Figure 1. Met1 routing (run 1).
The bar under the picture is 20 um long. Supply wires on this layer in gray.
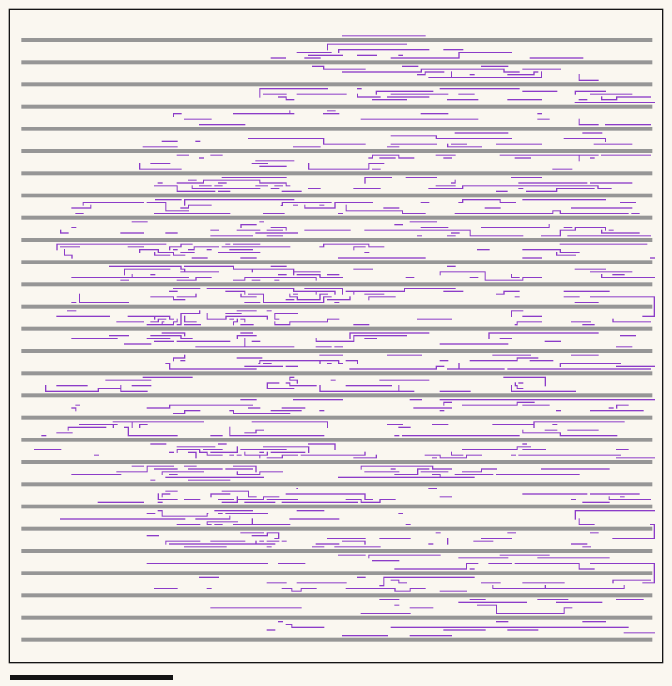
Figure 2. Metal 3 (run 1).
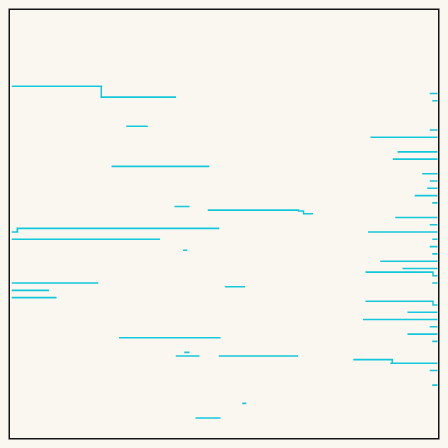
Figure 3. Routing congestion (run 1).
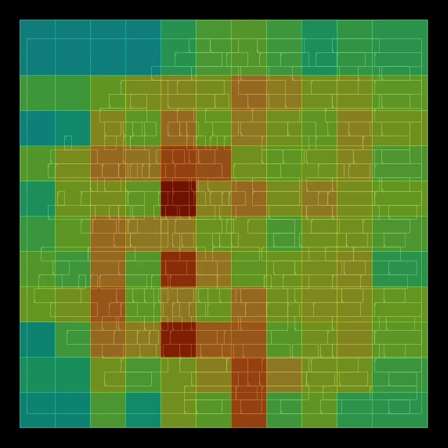
Figure 4. Placement by cell class (run 1).
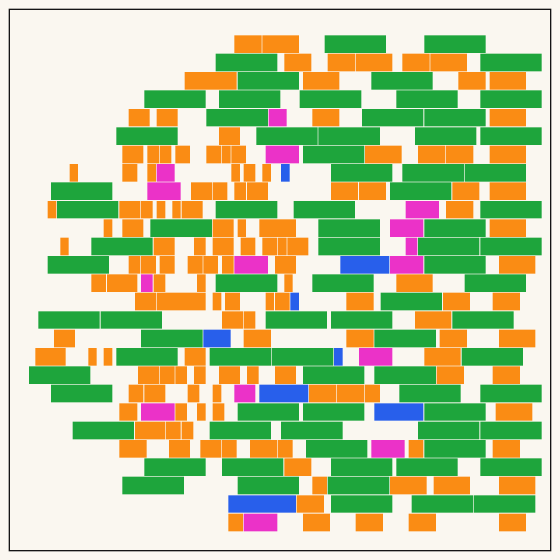
### src/rtl/display_scan_ctrl_if.sv
// display_scan_ctrl_if: image write handshake between a writer and the scan controller
interface display_scan_ctrl_if;
    logic        wr_valid;
    logic        wr_ready;
    logic [15:0] wr_hex;
    logic [3:0]  wr_point;
    logic [3:0]  wr_blink;
    modport master(output wr_valid, wr_hex, wr_point, wr_blink, input wr_ready);
    modport slave(input wr_valid, wr_hex, wr_point, wr_blink, output wr_ready);
endinterface

### src/rtl/display_scan_ctrl.sv
// display_scan_ctrl: 4-digit multiplexed display scanner with frame-synchronous image commit and blink
module display_scan_ctrl #(
    parameter int DIV          = 50000,
    parameter int BLINK_FRAMES = 64
) (
    input  logic                 clk,
    input  logic                 rst,
    display_scan_ctrl_if.slave   wr,
    output logic [1:0]           scan,
    output logic [15:0]          disp_hex,
    output logic [3:0]           disp_point,
    output logic [3:0]           disp_le,
    output logic                 frame_done
);
    localparam int PW = $clog2(DIV);
    localparam int FW = $clog2(BLINK_FRAMES + 1);
    localparam logic [PW-1:0] P_MAX = PW'(DIV - 1);
    localparam logic [FW-1:0] F_MAX = FW'(BLINK_FRAMES - 1);

    logic [PW-1:0] presc_q, presc_d;
    logic [1:0]    scan_q, scan_d;
    logic [FW-1:0] fcnt_q, fcnt_d;
    logic          phase_q, phase_d;
    logic          pend_q, pend_d;
    logic [15:0]   p_hex_q, p_hex_d, hex_q, hex_d;
    logic [3:0]    p_pt_q, p_pt_d, pt_q, pt_d;
    logic [3:0]    p_bl_q, p_bl_d, bl_q, bl_d;
    logic [3:0]    le_q, le_d;
    logic          fd_q, fd_d;
    logic          tick, fb, accept, commit;

    // Next state: prescaler/scan/frame timing, pending buffer handshake, commit at frame boundary.
    // Accept needs an empty buffer and commit needs a full one, so they never collide.
    always_comb begin
        tick     = presc_q == P_MAX;
        fb       = tick && scan_q == 2'd3;
        accept   = wr.wr_valid && !pend_q;
        commit   = fb && pend_q;
        presc_d  = tick ? '0 : presc_q + 1'b1;
        scan_d   = scan_q + {1'b0, tick};
        fcnt_d   = fb ? (fcnt_q == F_MAX ? '0 : fcnt_q + 1'b1) : fcnt_q;
        phase_d  = phase_q ^ (fb && fcnt_q == F_MAX);
        pend_d   = accept | (pend_q & ~fb);
        p_hex_d  = accept ? wr.wr_hex : p_hex_q;
        p_pt_d   = accept ? wr.wr_point : p_pt_q;
        p_bl_d   = accept ? wr.wr_blink : p_bl_q;
        hex_d    = commit ? p_hex_q : hex_q;
        pt_d     = commit ? p_pt_q : pt_q;
        bl_d     = commit ? p_bl_q : bl_q;
        le_d     = bl_q & {4{phase_q}};
        fd_d     = fb;
    end

    // State registers; reset discards any pending image.
    always_ff @(posedge clk or posedge rst) begin
        if (rst) begin
            presc_q <= '0;
            scan_q  <= '0;
            fcnt_q  <= '0;
            phase_q <= 1'b0;
            pend_q  <= 1'b0;
            p_hex_q <= '0;
            p_pt_q  <= '0;
            p_bl_q  <= '0;
            hex_q   <= '0;
            pt_q    <= '0;
            bl_q    <= '0;
            le_q    <= '0;
            fd_q    <= 1'b0;
        end else begin
            presc_q <= presc_d;
            scan_q  <= scan_d;
            fcnt_q  <= fcnt_d;
            phase_q <= phase_d;
            pend_q  <= pend_d;
            p_hex_q <= p_hex_d;
            p_pt_q  <= p_pt_d;
            p_bl_q  <= p_bl_d;
            hex_q   <= hex_d;
            pt_q    <= pt_d;
            bl_q    <= bl_d;
            le_q    <= le_d;
            fd_q    <= fd_d;
        end
    end

    assign wr.wr_ready = !pend_q;
    assign scan        = scan_q;
    assign disp_hex    = hex_q;
    assign disp_point  = pt_q;
    assign disp_le     = le_q;
    assign frame_done  = fd_q;
endmodule

### src/flat_wrapper.sv
// flat-port wrapper written by rule: the top's interface ports become plain ports
module display_scan_ctrl_flat 
#(
    parameter int DIV          = 50000,
    parameter int BLINK_FRAMES = 64
)
  (clk, rst, scan, disp_hex, disp_point, disp_le, frame_done, wr_wr_valid, wr_wr_hex, wr_wr_point, wr_wr_blink, wr_wr_ready);
  display_scan_ctrl_if wr_i ();
  input  logic clk;
  input  logic rst;
  output logic [1:0] scan;
  output logic [15:0] disp_hex;
  output logic [3:0] disp_point;
  output logic [3:0] disp_le;
  output logic frame_done;
  input wire logic [$bits(wr_i.wr_valid)-1:0] wr_wr_valid;
  input wire logic [$bits(wr_i.wr_hex)-1:0] wr_wr_hex;
  input wire logic [$bits(wr_i.wr_point)-1:0] wr_wr_point;
  input wire logic [$bits(wr_i.wr_blink)-1:0] wr_wr_blink;
  output wire logic [$bits(wr_i.wr_ready)-1:0] wr_wr_ready;
  assign wr_i.wr_valid = wr_wr_valid;
  assign wr_i.wr_hex = wr_wr_hex;
  assign wr_i.wr_point = wr_wr_point;
  assign wr_i.wr_blink = wr_wr_blink;
  assign wr_wr_ready = wr_i.wr_ready;
  display_scan_ctrl #(.DIV(DIV), .BLINK_FRAMES(BLINK_FRAMES)) u_core (.clk(clk), .rst(rst), .wr(wr_i), .scan(scan), .disp_hex(disp_hex), .disp_point(disp_point), .disp_le(disp_le), .frame_done(frame_done));
endmodule
### config.mk
export PLATFORM = sky130hd
export DESIGN_NAME = display_scan_ctrl_flat
export DESIGN_NICKNAME = d
export VERILOG_FILES = /design/src/rtl/display_scan_ctrl_if.sv /design/src/rtl/display_scan_ctrl.sv /design/src/flat_wrapper.sv
export SDC_FILE = /design/constraint.sdc
export NUM_CORES = 1
export LEC_CHECK = 0
export ABC_AREA = 0
export CORE_UTILIZATION = 55
export DETAILED_ROUTE_END_ITERATION = 6
export DONT_BUFFER_PORTS = 1
export GPL_ROUTABILITY_DRIVEN = 0
export GPL_TIMING_DRIVEN = 0
export HOLD_SLACK_MARGIN = 0.08
export PLACE_DENSITY = 0.78
export SLEW_MARGIN = 10
export SYNTH_ARGS = -nofsm -noshare
export SYNTH_HDL_FRONTEND = slang
export SYNTH_SLANG_ARGS = --single-unit
### constraint.sdc
create_clock -name clk -period 4.6 [get_ports clk]
set_input_delay 0.92 -clock clk [delete_from_list [all_inputs] [get_ports clk]]
set_output_delay 0.92 -clock clk [all_outputs]
set_load 0.05 [all_outputs]
==> flow_metrics.rpt, run 1 <==
FLOW METRICS REPORT
----------------------------------------------------
[Global route]
  Number of global-route vias before repair ........................ approximately 1800
  Maximum number of pins on one net before global-route repair ........................ between 40 and 50
  Number of antenna violations at the first check in global routing ........................ 0

[Final timing]
  Final Hold Viols ........................ 0
  Post-route fraction of the period consumed by the critical path ........................ 46.4%
  Highest clock frequency the design can meet ........................ 468 MHz
  Number of failing setup endpoints in the final timing report ........................ 0
  Hold slack ........................ ~460 ps
  Worst slew margin relative to its limit ........................ approximately 58%
  Setup repair after global routing missed its margin ........................ false
  Slack of the critical path ........................ 2460 ps
  Setup TNS Final ........................ 0 ps
  Post-route clock skew ........................ 12.3 ps
  Final max-slew violation count ........................ 0

[Logic synthesis]
  Synthesized area per cell ........................ between 10 and 15 sq um
  Top cell type's share of synthesized area ........................ between 60% and 70%
  Count of cell types in the netlist ........................ 31
  Synthesized-area fraction occupied by ao, oa, aoi and oai cells ........................ about 1.5%
  Most instantiated library cell after synthesis ........................ sky130_fd_sc_hd__dfrtp_1
  Adder-cell share of the synthesized area ........................ 1.13%
  Warning count from the yosys run ........................ 0
  Proportion of synthesized chip area in sequential cells ........................ about three fifths
  List of most frequent post-synthesis cells ........................ sky130_fd_sc_hd__dfrtp_1 (80), sky130_fd_sc_hd__mux2_2 (30), sky130_fd_sc_hd__mux2_4 (19)
  Combined area of all synthesized cells ........................ 0.00333 sq mm
  YS chip area ........................ 0.00333 sq mm

[Power and ir drop]
  Leak Pwr ........................ 0.00172 uW
  Peak supply drop ........................ approximately 0.00022 V
  Design Power ........................ 1230 uW

[Setup path]
  Cells along the critical path ........................ nand2_1 > nor2_8 > and3_4 > buf_12 > buf_12 > mux2_4
  Capture point of the worst reg-to-reg path ........................ u_core.disp_hex[12]
  Largest driver fanout on the critical path ........................ 10
  CP Data Required Time ........................ 4830 ps
  Number of cells on the worst reg-to-reg path ........................ 6
  Startpoint-to-endpoint class of the critical path ........................ flop to flop
  Crit-path leading delay family ........................ simple AND/OR/NAND/NOR gates

[Route]
  Top sig layer ........................ met4
  Detailed route wirelength on metal2 ........................ roughly 2300 um
  Post-route DRC ........................ 0
  Routed wl met3 ........................ 372 um
  Vias/cell ........................ 5.58
  Detailed-routing iteration count for the pre-antenna-repair pass ........................ 4

[Clock network]
  Hold buffer count at CTS ........................ 0
  Deepest level of the CTS H-tree ........................ 3
  Clock latency of the later-clocked register in the worst-skew pair ........................ 340 ps
  Clock sink count ........................ ~80
  Clock buffers created by TritonCTS ........................ 9
  Quantity of gates resized following cts ........................ 0

[Cells and area]
  Antenna diode count ........................ 0
  Top logic cells by instance count in the layout ........................ sky130_fd_sc_hd__dfrtp_1 (80), sky130_fd_sc_hd__mux2_2 (30), sky130_fd_sc_hd__mux2_4 (19)
  Most frequent logic cell in the layout ........................ sky130_fd_sc_hd__dfrtp_1
  Design Area, Final ........................ 0.00362 sq mm
  Share of cells above drive strength 1 ........................ a little under a third
  Synth-to-Final Area Change ........................ 8.75%
  Net count of the finished layout ........................ 270
  Number of filler cells placed in the layout ........................ 444
  Logic cell area ........................ 0.00123 sq mm

[Flow run]
  Number of max-capacitance violations reported ........................ 0

[Floorplan]
  I/O pin cnt ........................ 55
  Starting utilization of the core area ........................ 58.7%
  Die y size ........................ 79.8 um

[Placed design]
  Setup WS pre-CTS ........................ ~2200 ps
  Total half-perimeter wirelength after legalization and detailed placement ........................ roughly 3600 um

[Run status]
  Status ........................ finished, final reports clean

----------------------------------------------------
## Picture notes: Figure 1
nets with wire on the layer: 248
main direction: horizontal
wire length on this layer: 2490 um
share of all routed wire: 47%
longest straight run: 29.0 um
Vias: 1763
wire length reported by the detailed router: 5280 um
met1 track utilization from global routing: 23.4%

## Picture notes: Figure 2
share of all routed wire: 7.1%
longest straight run: 37.5 um
met3 Resource Use GR: 7.43%

## Picture notes: Figure 3
Final Util: 63.8%
GRT met2 Usage: 27.4%
Most Crowded Layer GR: met2
average detailed-routed wire length per instance: 16.7 um
total global-route track usage: 18.3%

## Picture notes: Figure 4
| class | color | cells | share of their area |
|---|---|---|---|
| remaining buffers and delay cells | blue | 8 | 3.1% |
| remaining logic cells | orange | 141 | 35% |
| sequential cells | green | 80 | 57% |
| clock drivers and dummy loads | magenta | 15 | 4.9% |
Core ar.: 0.00568 sq mm
number of placement rows: 27

run 1: how the worst max path moves through the flow:
stage                 startpoint                  end  slack (ps)  cells past startpoint
6_report          u_core.scan[1]  u_core.disp_hex[12]        2460                      6
5_1_grt        u_core.presc_q[0]       u_core.scan[1]        2270                      5
4_1_cts           u_core.scan[1]  u_core.disp_hex[12]        2450                      6
3_5_place_dp         wr_wr_valid     u_core.p_bl_q[1]        2210                      4
3_3_place_gp                 rst   u_core.disp_hex[7]         870                      1
2_1_floorplan                rst       u_core.bl_q[0]        1630                      1
run 1: area by class of cell:
type                    count  share of cell area, %
repair buffers              1                  0.760
clock buffers              10                   3.80
clock inverters             5                  0.932
multi-input cells         137                   34.0
flip-flops and latches     80                   55.2
inverters                   4                  0.483
well taps                  72                   2.49
plain buffers               7                   2.28
run 1: routing by layer:
| layer | track usage, % | vias up |
|---|---|---|
| met3 | 7.43 | 9 |
| met5 | 0 | - |
| li1 | - | 823 |
| met1 | 23.4 | 878 |
| met4 | 7.68 | 0 |
| met2 | 27.4 | 53 |
run 1: report_power, final:
group / switching [uW] / total, uW / internal (uW) / leakage [uW]
Combinational: 18.9 / 39.9 / 21.0 / 0.000580
Sequential: 11.4 / 739 / 727 / 0.00106
Clock: 245 / 451 / 207 / 0.0000841
run 1: sequential cells by signal (all words and copies together), names as in the netlist, 2 cells and up:
register,count
u_core.scan,2
u_core.p_bl_q,4
u_core.p_pt_q,4
u_core.disp_point,4
u_core.disp_le,4
u_core.p_hex_q,16
u_core.disp_hex,16
u_core.presc_q,16
u_core.bl_q,4
u_core.fcnt_q,7
## Run 2: what changed since run 1
PLACE_DENSITY = 0.81   (was 0.78)
clock period = 1.75 ns   (was 4.6 ns; I/O delays follow)
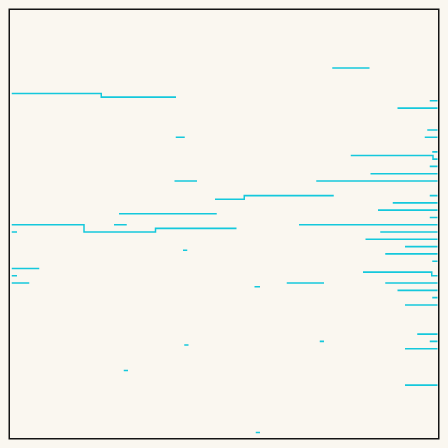
Figure 5: run 2, metal 3.
Vias: 1852
wire length reported by the detailed router: 5890 um
met3 Resource Use GR: 6.17%

==> run 2 against run 1 <==
The flow now finishes with violations (setup timing). Critical path type unchanged. Flip-flop count stayed put. Cell count is 4.4% higher. Register-to-register slack worse by 2600 ps. Routed wire length is 12% higher. Die area stayed put. Critical endpoint is now u_core.disp_hex[13]. Highest routed layer unchanged. Combinational power went up to 2.8 times the previous value. Area after synthesis stayed put.
==> flow_metrics.rpt, run 2 <==
FLOW METRICS REPORT
----------------------------------------------------
[Run status]
  Status ........................ finished with violations
  Violated checks ........................ setup timing

[Power and ir drop]
  Power dissipated in the clock network ........................ 1600 uW (+250%)
  Switching power share of the total ........................ 20.3% (-2.0 points)
  Leak Pwr ........................ 0.00185 uW (+7.0%)
  Relative contribution of combinational cells to total power ........................ 3.1% (about the same)
  Power spent charging and discharging nets ........................ 743 uW (+170%)
  Peak supply drop ........................ 0.000853 V (+280%)
  Design Power ........................ 3660 uW (+200%)

[Floorplan]
  I/O pin cnt ........................ 55 (unchanged)
  Starting utilization of the core area ........................ 58.7% (unchanged)
  Die y size ........................ 79.8 um (unchanged)
  Core ar. ........................ 0.00568 sq mm (unchanged)

[Cells and area]
  Synth-to-Final Area Change ........................ 18.3%
  Antenna diode count ........................ 0 (unchanged)
  Most frequent logic cell in the layout ........................ sky130_fd_sc_hd__dfrtp_1
  Top logic cells by instance count in the layout ........................ sky130_fd_sc_hd__dfrtp_1 (75), sky130_fd_sc_hd__mux2_2 (26), sky130_fd_sc_hd__mux2_4 (23)

[Final timing]
  Post-route clock skew ........................ 11.1 ps (-1.16 ps)
  Highest clock frequency the design can meet ........................ 524 MHz (+12%)
  Final max-slew violation count ........................ 0 (unchanged)
  Slack of the critical path ........................ -157 ps (-2620 ps)
  Number of failing setup endpoints in the final timing report ........................ 24 (+24)
  Setup TNS Final ........................ -3070 ps (-3070 ps)
  Setup repair after global routing missed its margin ........................ true
  Post-route fraction of the period consumed by the critical path ........................ 109% (+63 points)
  Final Hold Viols ........................ 0 (unchanged)

[Global route]
  Number of antenna violations at the first check in global routing ........................ 0 (unchanged)
  Number of global-route vias before repair ........................ 1994 (+9.2%)

[Placed design]
  Setup WS pre-CTS ........................ -301 ps (-2510 ps)
  Total half-perimeter wirelength after legalization and detailed placement ........................ 3770 um (+5.4%)

[Setup path]
  CP Data Required Time ........................ 1980 ps (-2850 ps)
  Number of cells on the worst reg-to-reg path ........................ 6 (unchanged)
  Largest driver fanout on the critical path ........................ 5 (-5)
  Startpoint-to-endpoint class of the critical path ........................ flop to flop

[Clock network]
  Clock latency of the later-clocked register in the worst-skew pair ........................ 350 ps (about the same)
  Clock sink count ........................ 80 (unchanged)
  Deepest level of the CTS H-tree ........................ 3 (unchanged)

[Route]
  Vias/cell ........................ 5.61 (+0.59%)
  Detailed-routing iteration count for the pre-antenna-repair pass ........................ 4 (unchanged)

[Logic synthesis]
  Combined area of all synthesized cells ........................ 0.00333 sq mm (unchanged)
  Top cell type's share of synthesized area ........................ 60.1% (unchanged)
  Warning count from the yosys run ........................ 0 (unchanged)
  Count of cell types in the netlist ........................ 31 (unchanged)
  Proportion of synthesized chip area in sequential cells ........................ 60.1% (unchanged)
  Synthesized-area fraction occupied by ao, oa, aoi and oai cells ........................ 1.46% (unchanged)
  List of most frequent post-synthesis cells ........................ sky130_fd_sc_hd__dfrtp_1 (80), sky130_fd_sc_hd__mux2_2 (30), sky130_fd_sc_hd__mux2_4 (19)
  Adder-cell share of the synthesized area ........................ 1.13% (unchanged)
  Synthesized area per cell ........................ 14.6 sq um (unchanged)

----------------------------------------------------
## run 2: netlist changes by cell type in the layout (fill, tap and decap cells not counted), moves of 2 or more
cell and delta:
sky130_fd_sc_hd__bufinv_16 +3, sky130_fd_sc_hd__buf_4 +7, sky130_fd_sc_hd__dfrtp_1 -5, sky130_fd_sc_hd__buf_12 +2, sky130_fd_sc_hd__buf_6 +2, sky130_fd_sc_hd__mux2_4 +4, sky130_fd_sc_hd__clkbuf_16 +3, sky130_fd_sc_hd__dfrtp_2 +5
sky130_fd_sc_hd__clkinv_2 -2, sky130_fd_sc_hd__mux2_2 -4
## run 2: worst max-delay path, stage by stage, from the launching register on
cell,delay [ps]
sky130_fd_sc_hd__dfrtp_2,430
sky130_fd_sc_hd__nor4_4,330
sky130_fd_sc_hd__and3_4,240
sky130_fd_sc_hd__and3_4,220
sky130_fd_sc_hd__buf_12,130
sky130_fd_sc_hd__clkbuf_16,150
sky130_fd_sc_hd__mux2_4,290
## run 2: timing repair
action / in CTS / in global routing
hold endpoints to repair: 17 / 0
gates cloned: 0 / 3
buffers inserted: 9 / 1
setup endpoints to repair: 47 / 45
hold buffers: 1 / 0
pin swaps: 2 / 3
resized: 9 / 15
## run 2: per-layer routing
layer / vias up / GRT usage, % / wire length, um
met2: 50 / 32.5 / 2820
met3: 12 / 6.17 / 351
met4: 0 / 11.1 / 140
li1: 853 / - / -
met1: 937 / 25.1 / 2570
met5: - / 0 / 0
## run 2: layout make-up
class                           instances  area, sq um
Sequential cell                        80         2010
Fill cell                             387         1740
Multi-Input combinational cell        137         1300
Timing Repair Buffer                   16          211
Clock buffer                           10          128
Clock inverter                          5          106
Tap cell                               72         90.1
Buffer                                  6         76.3
Inverter                                4         18.8
No activity file was given, so power comes from the tool's default toggle rates.
